### config.mk
export PLATFORM = sky130hd
export DESIGN_NAME = dct_input_butterfly
export DESIGN_NICKNAME = d
export VERILOG_FILES = /design/src/rtl/dct_pkg.sv /design/src/rtl/dct_butterfly_pair.sv /design/src/rtl/dct_input_butterfly.sv
export SDC_FILE = /design/constraint.sdc
export NUM_CORES = 1
export LEC_CHECK = 0
export CAP_MARGIN = 5
export CORE_MARGIN = 5
export CORE_UTILIZATION = 55
export DETAILED_ROUTE_END_ITERATION = 16
export GPL_TIMING_DRIVEN = 0
export MAX_ROUTING_LAYER = met4
export PLACE_DENSITY = 0.9
export SLEW_MARGIN = 20
export SYNTH_ARGS = -nofsm -noshare
export SYNTH_HDL_FRONTEND = slang
export SYNTH_SLANG_ARGS = --single-unit
### constraint.sdc
create_clock -name clk -period 3.82 [get_ports clk]
set_input_delay 0.764 -clock clk [delete_from_list [all_inputs] [get_ports clk]]
set_output_delay 0.764 -clock clk [all_outputs]
set_load 0.03 [all_outputs]
### src/rtl/dct_pkg.sv
// Shared constants and index types for the 8-point DCT datapath.
package dct_pkg;

    localparam int DCT_N    = 8;
    localparam int DCT_HALF = 4;

    typedef logic       bank_t;
    typedef logic [2:0] idx_t;

endpackage

### src/rtl/dct_butterfly_pair.sv
// One input butterfly lane: exact sum and difference of two signed samples.
module dct_butterfly_pair #(
    parameter int WIDTH = 8
) (
    input  logic signed [WIDTH-1:0] a,
    input  logic signed [WIDTH-1:0] b,
    output logic signed [WIDTH:0]   sum,
    output logic signed [WIDTH:0]   diff
);

    logic signed [WIDTH:0] a_ext;
    logic signed [WIDTH:0] b_ext;

    // One guard bit makes both results exact for any pair of inputs.
    assign a_ext = {a[WIDTH-1], a};
    assign b_ext = {b[WIDTH-1], b};
    assign sum   = a_ext + b_ext;
    assign diff  = a_ext - b_ext;

endmodule

### src/rtl/dct_input_butterfly.sv
// Ping-pong sample buffer feeding four butterfly lanes; one block of 8 samples per result.
module dct_input_butterfly
    import dct_pkg::*;
#(
    parameter int WIDTH = 8,
    parameter int N     = DCT_N
) (
    input  logic                           clk,
    input  logic                           rst,
    input  logic                           in_valid,
    output logic                           in_ready,
    input  logic [WIDTH-1:0]               in_data,
    output logic                           out_valid,
    input  logic                           out_ready,
    output logic [DCT_HALF*(WIDTH+1)-1:0]  out_sum,
    output logic [DCT_HALF*(WIDTH+1)-1:0]  out_diff
);

    localparam idx_t IDX_LAST = idx_t'(N - 1);

    logic signed [WIDTH-1:0] mem [2][N];
    logic [1:0]              full;
    logic [1:0]              full_nxt;
    bank_t                   wr_bank;
    bank_t                   rd_bank;
    idx_t                    wr_idx;
    logic                    in_fire;
    logic                    in_last;
    logic                    out_fire;

    assign in_ready  = !full[wr_bank];
    assign out_valid = full[rd_bank];
    assign in_fire   = in_valid && in_ready;
    assign in_last   = in_fire && (wr_idx == IDX_LAST);
    assign out_fire  = out_valid && out_ready;

    // Fill and drain always target different banks, so both updates can apply together.
    always_comb begin
        full_nxt = full;
        if (in_last) begin
            full_nxt[wr_bank] = 1'b1;
        end
        if (out_fire) begin
            full_nxt[rd_bank] = 1'b0;
        end
    end

    always_ff @(posedge clk) begin
        if (rst) begin
            full    <= 2'b00;
            wr_bank <= 1'b0;
            rd_bank <= 1'b0;
            wr_idx  <= '0;
        end else begin
            full <= full_nxt;
            if (in_fire) begin
                wr_idx <= wr_idx + idx_t'(1);
                if (in_last) begin
                    wr_bank <= ~wr_bank;
                end
            end
            if (out_fire) begin
                rd_bank <= ~rd_bank;
            end
        end
    end

    // Sample storage carries no reset; the full flags alone qualify its contents.
    always_ff @(posedge clk) begin
        if (in_fire) begin
            mem[wr_bank][wr_idx] <= in_data;
        end
    end

    for (genvar k = 0; k < DCT_HALF; k++) begin : g_lane
        dct_butterfly_pair #(
            .WIDTH (WIDTH)
        ) u_pair (
            .a    (mem[rd_bank][k]),
            .b    (mem[rd_bank][N-1-k]),
            .sum  (out_sum[k*(WIDTH+1) +: (WIDTH+1)]),
            .diff (out_diff[k*(WIDTH+1) +: (WIDTH+1)])
        );
    end

endmodule

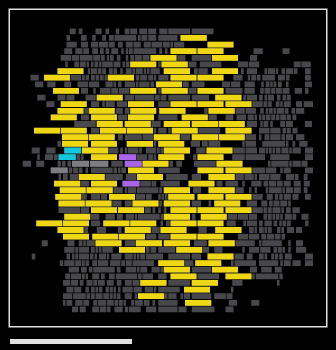
**Above:** register map, names as in the netlist.
Scale bar: 50 um. Other sequential cells in the stronger gray, the rest of the logic in the fainter gray.
| color | name in the netlist | placed flops |
|---|---|---|
| purple | wr_idx | 3 |
| cyan | full | 2 |
| yellow | mem | 128 |

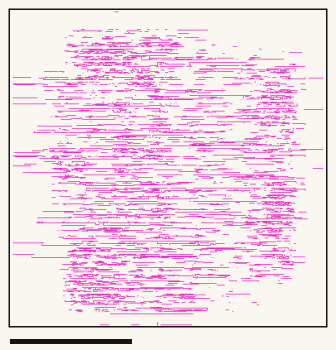
**Above:** signal wires on met1.
Scale bar: 50 um.
wire length on this layer: 7590 um
main direction: horizontal
Post-Route WL: 19470 um
grt met1 use: 0.2819
via count of the routed design: 5734

==> flow_summary.json <==
{
  "comb_area_mm2": 0.003686,
  "violations": "negative setup slack",
  "pin_count": 86,
  "port_buffers": 84,
  "yosysUniqueCellTypes": 41,
  "numClockSinks": 136,
  "ir_worst_vdd_mv": 0.2759,
  "antenna_left": 0,
  "overflow": 0,
  "seq_area_frac": 0.4058,
  "worstMarginPinSlew_ns": 0.9095,
  "fin_setup_tns_ns": -0.06975,
  "bufAreaShareNonClock": 0.1141,
  "setup_violations": 2,
  "rows": 43,
  "placed_area_mm2": 0.009005,
  "drive_above_1_share": 0.2570,
  "first_pass_iters": 6,
  "avgRoutedWirePerCell_um": 20.07,
  "cpMostUsedCell": "buf_12",
  "dp_hpwl_um": 12380,
  "synth.most_common_cell": "edfxtp_1",
  "clk_pin_slew_worst_paths_ns": 0.06,
  "top_cells_by_area": "edfxtp_1, ha_1, mux2i_1, mux2_2, xnor2_1",
  "mappedNetlistNets": 747,
  "largest_class": "flip-flops and latches",
  "n_all_inverters": 75,
  "synth_cells": 661,
  "finalHoldViolCount": 0,
  "seq_power_mw": 1.66,
  "numCtsBuffers": 17,
  "tap_cells": 180,
  "drv_cap": 0,
  "crit_cells": 11,
  "sh_comb_area": 0.3735,
  "fillers": 877,
  "cts_tree": "built",
  "clock_tree_area_fraction": 0.05527,
  "critPathTopFamily": "adder cells",
  "cts_root_buffer": "clkbuf_16",
  "min_from": "full[0]$_SDFF_PP0_",
  "met2_length_um": 9767,
  "yosys_warnings": 0,
  "final_cell_mix": "edfxtp_1, inv_1, ha_1",
  "top_cells_by_count": "edfxtp_1, inv_1, ha_1, nor2_1, a21oi_1",
  "lay_top_count": "edfxtp_1",
  "use_met2": 0.4095,
  "fin_ws_ns": -0.06248,
  "seq_area_frac_synth": 0.5072,
  "async_flop_share": 0,
  "cp.required_ns": 3.06,
  "critPathCaptureType": "output pin",
  "max_freq_mhz": 257.6,
  "numSequentialCells": 136,
  "drt-met1-wl_um": 7592,
  "crit_path_max_fanout": 10,
  "flop_area_mm2": 0.004005,
  "outcome": "complete, but fails checks",
  "slowest_delay_ns": 0.39,
  "finalInstanceArea_mm2": 0.009869
}
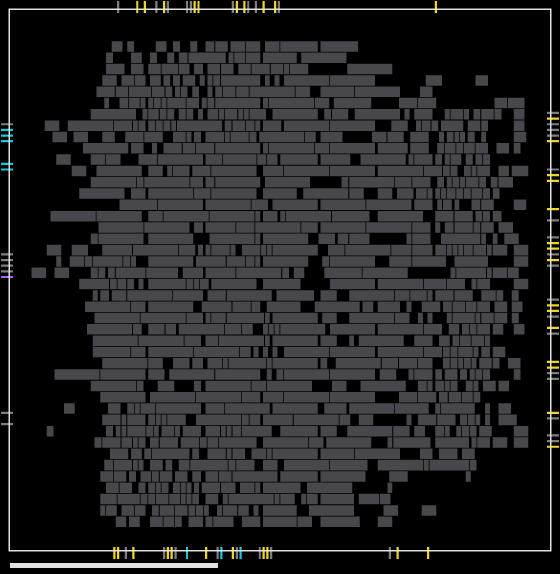
**Above:** I/O pins on the die edge.
Scale bar: 50 um. Pins as bars across the die edge, other pins in gray.
| color | port | pins | direction | edge |
|---|---|---|---|---|
| purple | in_ready | 1 | output | left |
| yellow | out_sum | 36 | output | 15 right, 11 bottom, 10 top |
| cyan | in_data | 8 | input | 5 left, 3 bottom |
all pins by edge: 32 right, 22 bottom, 19 top, 13 left

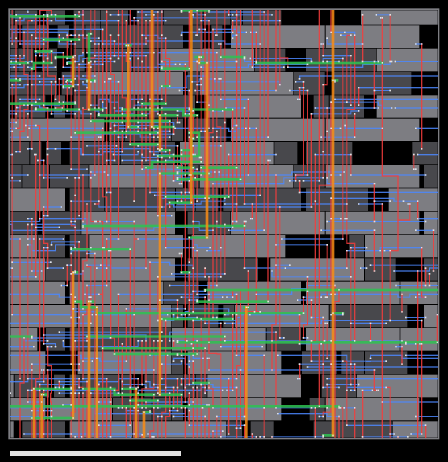
**Above:** a small window of the routed layout.
Scale bar: 20 um. Window x 40 to 90, y 66 to 116 um. Cells in gray, sequential cells in the stronger gray; small squares are vias.
| color | layer |
|---|---|
| red | metal 2 |
| green | metal 3 |
| blue | metal 1 |
| orange | metal 4 |
sequential cells in the window: 44
netlist names of flops here include: mem (42), wr_idx (2)
cells with their middle in the window: 152
most frequent: edfxtp_1 (42), nor2_1 (14)

## state kept, by name (all words and copies together) (netlist names), named ones only
register and cells:
full 2, mem 128, rd_bank 1, wr_bank 1, wr_idx 3
## logic make-up (layout without fill, tap and decap cells)
family          count (synthesis)  count (layout)  share of synthesized area
mux                            70              70                    0.09336
compound gates                120             120                     0.1033
flops                         136             136                     0.5072
fa+ha+maj                      74              74                     0.1249
buf+inv                       107             236                    0.05769
xor+xnor                       41              41                    0.04549
simple gates                  113             113                    0.06800
## what timing repair did
item / 4_1_cts / 5_1_grt
setup buffers: 7 / 3
pin swaps: 1 / 10
resized: 188 / 101
gates cloned: 0 / 1
hold endpoints to repair: 0 / 0
endpoints found under the setup margin: 63 / 47
